===== config.mk =====
export PLATFORM = sky130hd
export DESIGN_NAME = decode_stage
export DESIGN_NICKNAME = d
export VERILOG_FILES = /design/src/rtl/decode_stage.sv
export SDC_FILE = /design/constraint.sdc
export NUM_CORES = 1
export LEC_CHECK = 0
export CAP_MARGIN = 40
export CORE_ASPECT_RATIO = 1.75
export CORE_MARGIN = 2
export CORE_UTILIZATION = 57
export CTS_CLUSTER_DIAMETER = 100
export DETAILED_ROUTE_END_ITERATION = 10
export PLACE_DENSITY = 0.95
export SLEW_MARGIN = 30
export SYNTH_ARGS = -nofsm -noshare
export SYNTH_HDL_FRONTEND = slang
export SYNTH_SLANG_ARGS = --single-unit

===== constraint.sdc =====
create_clock -name clk -period 3.73 [get_ports clk]
set_clock_uncertainty 0.1 [all_clocks]
set_input_delay 0.746 -clock clk [delete_from_list [all_inputs] [get_ports clk]]
set_output_delay 0.746 -clock clk [all_outputs]
set_load 0.05 [all_outputs]

===== src/rtl/decode_stage.sv =====
// Decode stage: 8-entry register file with write-to-read bypass, immediate
// extension, write-register selection, load-use hazard bubbling and a
// valid/ready output register that keeps held operands coherent with writeback.
//
// Ports
//   clk, rst                     clock, asynchronous active-low reset
//   in_valid/in_ready            upstream handshake (in_ready is combinational)
//   in_instr, in_pc, in_ctrl     instruction word, PC, opaque control bundle
//   in_use1/in_use2              instruction reads rs=[10:8] / rt=[7:5]
//   in_regwrite/in_memread       instruction writes a register / is a load
//   in_regdst, in_imm_sel,
//   in_imm_sext                  write-register and immediate decode controls
//   wb_en/wb_sel/wb_data         register-file write port
//   flush                        kill incoming and held instruction
//   out_valid/out_ready          downstream handshake
//   out_pc, out_rd1, out_rd2,
//   out_imm, out_wsel, out_ctrl,
//   out_regwrite, out_memread,
//   out_err                      registered decoded payload
module decode_stage #(
    parameter int unsigned DATA_W = 16,
    parameter int unsigned CTRL_W = 16
) (
    input  logic              clk,
    input  logic              rst,
    input  logic              in_valid,
    output logic              in_ready,
    input  logic [15:0]       in_instr,
    input  logic [DATA_W-1:0] in_pc,
    input  logic [CTRL_W-1:0] in_ctrl,
    input  logic              in_use1,
    input  logic              in_use2,
    input  logic              in_regwrite,
    input  logic              in_memread,
    input  logic [1:0]        in_regdst,
    input  logic [1:0]        in_imm_sel,
    input  logic              in_imm_sext,
    input  logic              wb_en,
    input  logic [2:0]        wb_sel,
    input  logic [DATA_W-1:0] wb_data,
    input  logic              flush,
    output logic              out_valid,
    input  logic              out_ready,
    output logic [DATA_W-1:0] out_pc,
    output logic [DATA_W-1:0] out_rd1,
    output logic [DATA_W-1:0] out_rd2,
    output logic [DATA_W-1:0] out_imm,
    output logic [2:0]        out_wsel,
    output logic [CTRL_W-1:0] out_ctrl,
    output logic              out_regwrite,
    output logic              out_memread,
    output logic              out_err
);
    localparam int unsigned REG_N = 8;
    localparam int unsigned SEL_W = 3;

    logic [DATA_W-1:0] r_rf [REG_N];

    logic              r_valid;
    logic [DATA_W-1:0] r_pc;
    logic [DATA_W-1:0] r_rd1;
    logic [DATA_W-1:0] r_rd2;
    logic [DATA_W-1:0] r_imm;
    logic [SEL_W-1:0]  r_wsel;
    logic [CTRL_W-1:0] r_ctrl;
    logic              r_regwrite;
    logic              r_memread;
    logic              r_err;
    logic [SEL_W-1:0]  r_rs;
    logic [SEL_W-1:0]  r_rt;
    logic              r_use1;
    logic              r_use2;

    logic [SEL_W-1:0]  w_rs;
    logic [SEL_W-1:0]  w_rt;
    logic [SEL_W-1:0]  w_wsel;
    logic [DATA_W-1:0] w_rd1;
    logic [DATA_W-1:0] w_rd2;
    logic [DATA_W-1:0] w_imm;
    logic              w_imm_err;
    logic              w_advance;
    logic              w_hazard;
    logic              w_unused;

    assign w_rs     = in_instr[10:8];
    assign w_rt     = in_instr[7:5];
    assign w_unused = ^in_instr[15:11];

    // Register read with same-cycle writeback bypass
    assign w_rd1 = (wb_en && (wb_sel == w_rs)) ? wb_data : r_rf[w_rs];
    assign w_rd2 = (wb_en && (wb_sel == w_rt)) ? wb_data : r_rf[w_rt];

    // Immediate extension; mode 11 is illegal and flags an error
    always_comb begin
        w_imm     = '0;
        w_imm_err = 1'b0;
        case (in_imm_sel)
            2'b00:   w_imm = {{(DATA_W-11){in_instr[10]}}, in_instr[10:0]};
            2'b01:   w_imm = {{(DATA_W-5){in_imm_sext & in_instr[4]}}, in_instr[4:0]};
            2'b10:   w_imm = {{(DATA_W-8){in_instr[7]}}, in_instr[7:0]};
            default: w_imm_err = 1'b1;
        endcase
    end

    // Write-register select
    always_comb begin
        w_wsel = in_instr[7:5];
        case (in_regdst)
            2'b00:   w_wsel = in_instr[4:2];
            2'b01:   w_wsel = SEL_W'(7);
            2'b10:   w_wsel = in_instr[10:8];
            default: w_wsel = in_instr[7:5];
        endcase
    end

    // Load-use hazard against the instruction sitting in the output register
    assign w_advance = !r_valid || out_ready;
    assign w_hazard  = in_valid && r_valid && r_memread && r_regwrite &&
                       ((in_use1 && (r_wsel == w_rs)) || (in_use2 && (r_wsel == w_rt)));
    assign in_ready  = flush || (w_advance && !w_hazard);

    // Register file
    always_ff @(posedge clk or negedge rst) begin
        if (!rst) begin
            for (int unsigned i = 0; i < REG_N; i++) begin
                r_rf[i] <= '0;
            end
        end else if (wb_en) begin
            r_rf[wb_sel] <= wb_data;
        end
    end

    // Output register: flush, bubble, load, or hold with operand refresh
    always_ff @(posedge clk or negedge rst) begin
        if (!rst) begin
            r_valid    <= 1'b0;
            r_pc       <= '0;
            r_rd1      <= '0;
            r_rd2      <= '0;
            r_imm      <= '0;
            r_wsel     <= '0;
            r_ctrl     <= '0;
            r_regwrite <= 1'b0;
            r_memread  <= 1'b0;
            r_err      <= 1'b0;
            r_rs       <= '0;
            r_rt       <= '0;
            r_use1     <= 1'b0;
            r_use2     <= 1'b0;
        end else if (flush || (w_advance && w_hazard)) begin
            r_valid <= 1'b0;
            r_err   <= 1'b0;
        end else if (w_advance) begin
            r_valid    <= in_valid;
            r_pc       <= in_pc;
            r_rd1      <= w_rd1;
            r_rd2      <= w_rd2;
            r_imm      <= w_imm;
            r_wsel     <= w_wsel;
            r_ctrl     <= in_ctrl;
            r_regwrite <= in_regwrite;
            r_memread  <= in_memread;
            r_err      <= in_valid && w_imm_err;
            r_rs       <= w_rs;
            r_rt       <= w_rt;
            r_use1     <= in_use1;
            r_use2     <= in_use2;
        end else begin
            // Held instruction must see writebacks that land while stalled
            if (wb_en && r_use1 && (wb_sel == r_rs)) begin
                r_rd1 <= wb_data;
            end
            if (wb_en && r_use2 && (wb_sel == r_rt)) begin
                r_rd2 <= wb_data;
            end
        end
    end

    assign out_valid    = r_valid;
    assign out_pc       = r_pc;
    assign out_rd1      = r_rd1;
    assign out_rd2      = r_rd2;
    assign out_imm      = r_imm;
    assign out_wsel     = r_wsel;
    assign out_ctrl     = r_ctrl;
    assign out_regwrite = r_regwrite;
    assign out_memread  = r_memread;
    assign out_err      = r_err;

endmodule


### Clock network drawn from the DEF, run 1

Bar = 20 um.
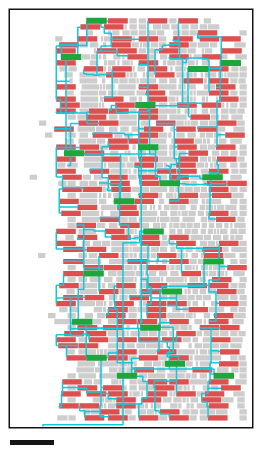
clock wires: drawn in cyan, length 2420 um. cells driving clock nets: drawn in green, count 20. flip-flops: drawn in red, count 218.
Position of the flops: all over the die. There are 21 routed clock nets.

### Cell placement, run 1

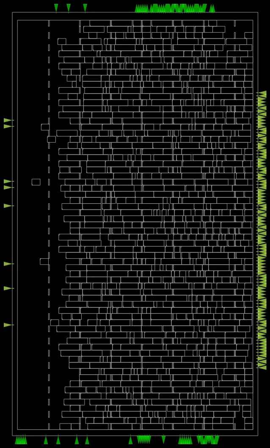
Filler cells: 1126
Rows: 67
Core Region: 0.0191 sq mm

==> reports/qor.csv, run 1 <==
stage,metric,value,unit
run_status,outcome,finished clean,
finish,Syn-to-layout area delta,22.3,%
finish,number of flip-flops in the largest register,128,
finish,mi-comb count,469,
global_route,met1 Resource Use GR,0.307,
synthesis,Post-Syn Instances,800,
placed_design,placed instance count,1164,
finish,ClkCell Share,0.0460,
placed_design,Placed Area,0.0129,sq mm
critical_path,CP Class,primary input to primary output,
final_timing,RSZ-0062 raised after global routing,no,
power_and_ir_drop,Main power group,registers,
hold_path,Hold WC Path Type,primary input to async pin,
final_timing,final worst slack,675,ps
finish,fin area,0.0136,sq mm
finish,share of cells above drive strength 1,0.334,
placed_design,post-place setup slack,616,ps
clock_tree,clk root buf,clkbuf_16,
die,# Taps,241,
synthesis,Yosys cell types,34,
clock_tree,cts bufs inserted,20,
clock_tree,clk slew on worst S/H paths,60,ps
synthesis,part of the Yosys area used for sequential elements,0.492,
routing,DR WL/cell,23.4,um
### Layout detail, run 1

Window x 35 to 75, y 37 to 77 um. Cells in grey, sequential cells in the stronger grey; small squares are vias.
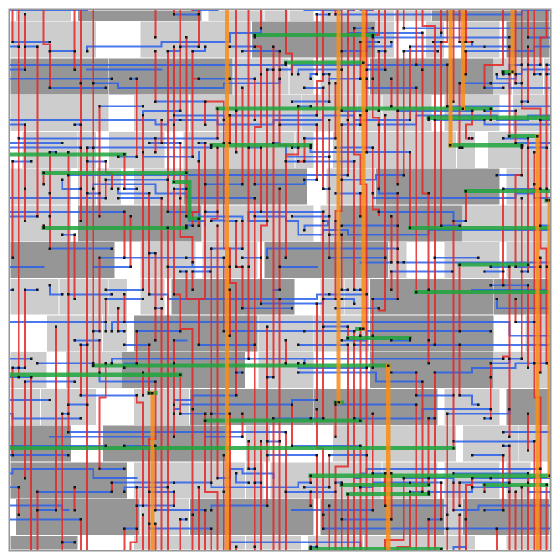
met4: drawn in orange. met2: drawn in red. met1: drawn in blue. met3: drawn in green.
Most frequent: dfrtp_1 (24), mux2_2 (23), mux4_2 (11). 91 logic cells have their middle in the window. Netlist names of flops here include `r_rf` (22). Sequential cells in the window: 24.

==> run 1 -> run 2 <==
CORE_UTILIZATION = 49   (was 57)
PLACE_DENSITY = 0.88   (was 0.95)
clock period = 2.5 ns   (was 3.73 ns; I/O delays follow)
==> run 2 against run 1 <==
Combinational power up 52%. Clock power increased by 56%. Non-clock buffer count grew 21. Setup slack got worse by 680 ps. Wire length up 3.6%. Core utilization shrank 7.8 points. Via count down 0.20%. Final cell count is 6.1% higher. Critical path depth shrank 1. Total power increased by 52%. Sequential power increased by 49%.
==> reports/qor.csv, run 2 <==
stage,metric,value,unit,change
run_status,outcome,finished clean,,
synthesis,part of the Yosys area used for sequential elements,0.492,,unchanged
critical_path,WP buf/inv,1,,
finish,ClkCell Share,0.0453,,-0.000691
finish,share of cells above drive strength 1,0.353,,+0.0184
die,Core Region,0.0222,sq mm,+16%
global_route,met1 Resource Use GR,0.269,,-0.0387
global_route,GRT Resource Usage Total,0.245,,
final_timing,Final Cycle Share,1.00,,
power_and_ir_drop,clock group power,3.06,mW,
clock_tree,clk slew on worst S/H paths,70,ps,about the same
routing,drt total wl,29100,um,
placed_design,post-place setup slack,0.817,ps,-615 ps
synthesis,Syn. warnings,0,,
power_and_ir_drop,Main power group,registers,,
synthesis,Cell area leaders,"dfrtp_1, mux2_2, mux4_2, mux2i_1, mux2_4",,
synthesis,Yosys cell types,34,,unchanged
clock_tree,clk root buf,clkbuf_16,,
finish,number of flip-flops in the largest register,128,,unchanged
critical_path,Crit path required time,1900,ps,
placed_design,Placed Area,0.0133,sq mm,+2.9%
clock_tree,cts bufs inserted,19,,-5.0%
final_timing,Total Negative Setup Slacks,0,ps,
critical_path,Worst path slowest cell,dfrtp_1,,
finish,Syn-to-layout area delta,26.1,%,
critical_path,CP Class,register to primary output,,
finish,fin area,0.0140,sq mm,+3.2%
placed_design,placed instance count,1238,,+6.4%
final_timing,final worst slack,0.107,ps,-675 ps
finish,mi-comb count,469,,unchanged
run,OpenROAD warning count,31,,
global_route,GRT Max-Usage Layer,met2,,
global_route,met2 usage,0.452,,
hold_path,Hold WC Path Type,register to register,,
critical_path,CP Depth,6,,
routing,DR WL/cell,22.8,um,-2.4%
critical_path,CP peak stage delay,440,ps,
synthesis,Post-Syn Instances,800,,unchanged
final_timing,final hold violation count,0,,
### Cell placement, run 2

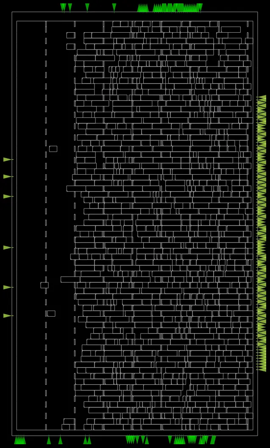
Filler cells: 1529
Rows: 72
Seq area share: 0.390
# Taps: 296

### Metal layers overlaid, run 2

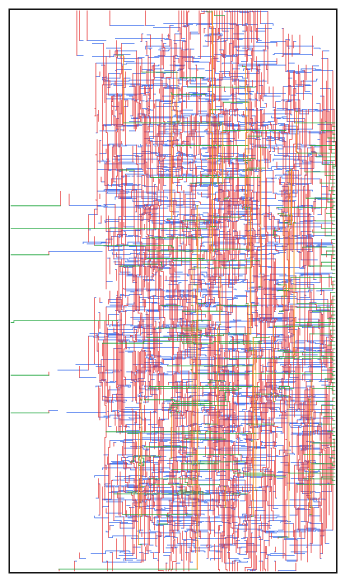
met3: drawn in green, wire length 2100 um. met2: drawn in red, wire length 15700 um. met4: drawn in orange, wire length 1270 um. met1: drawn in blue, wire length 9990 um.

Power is estimated from default activity; no workload was simulated.
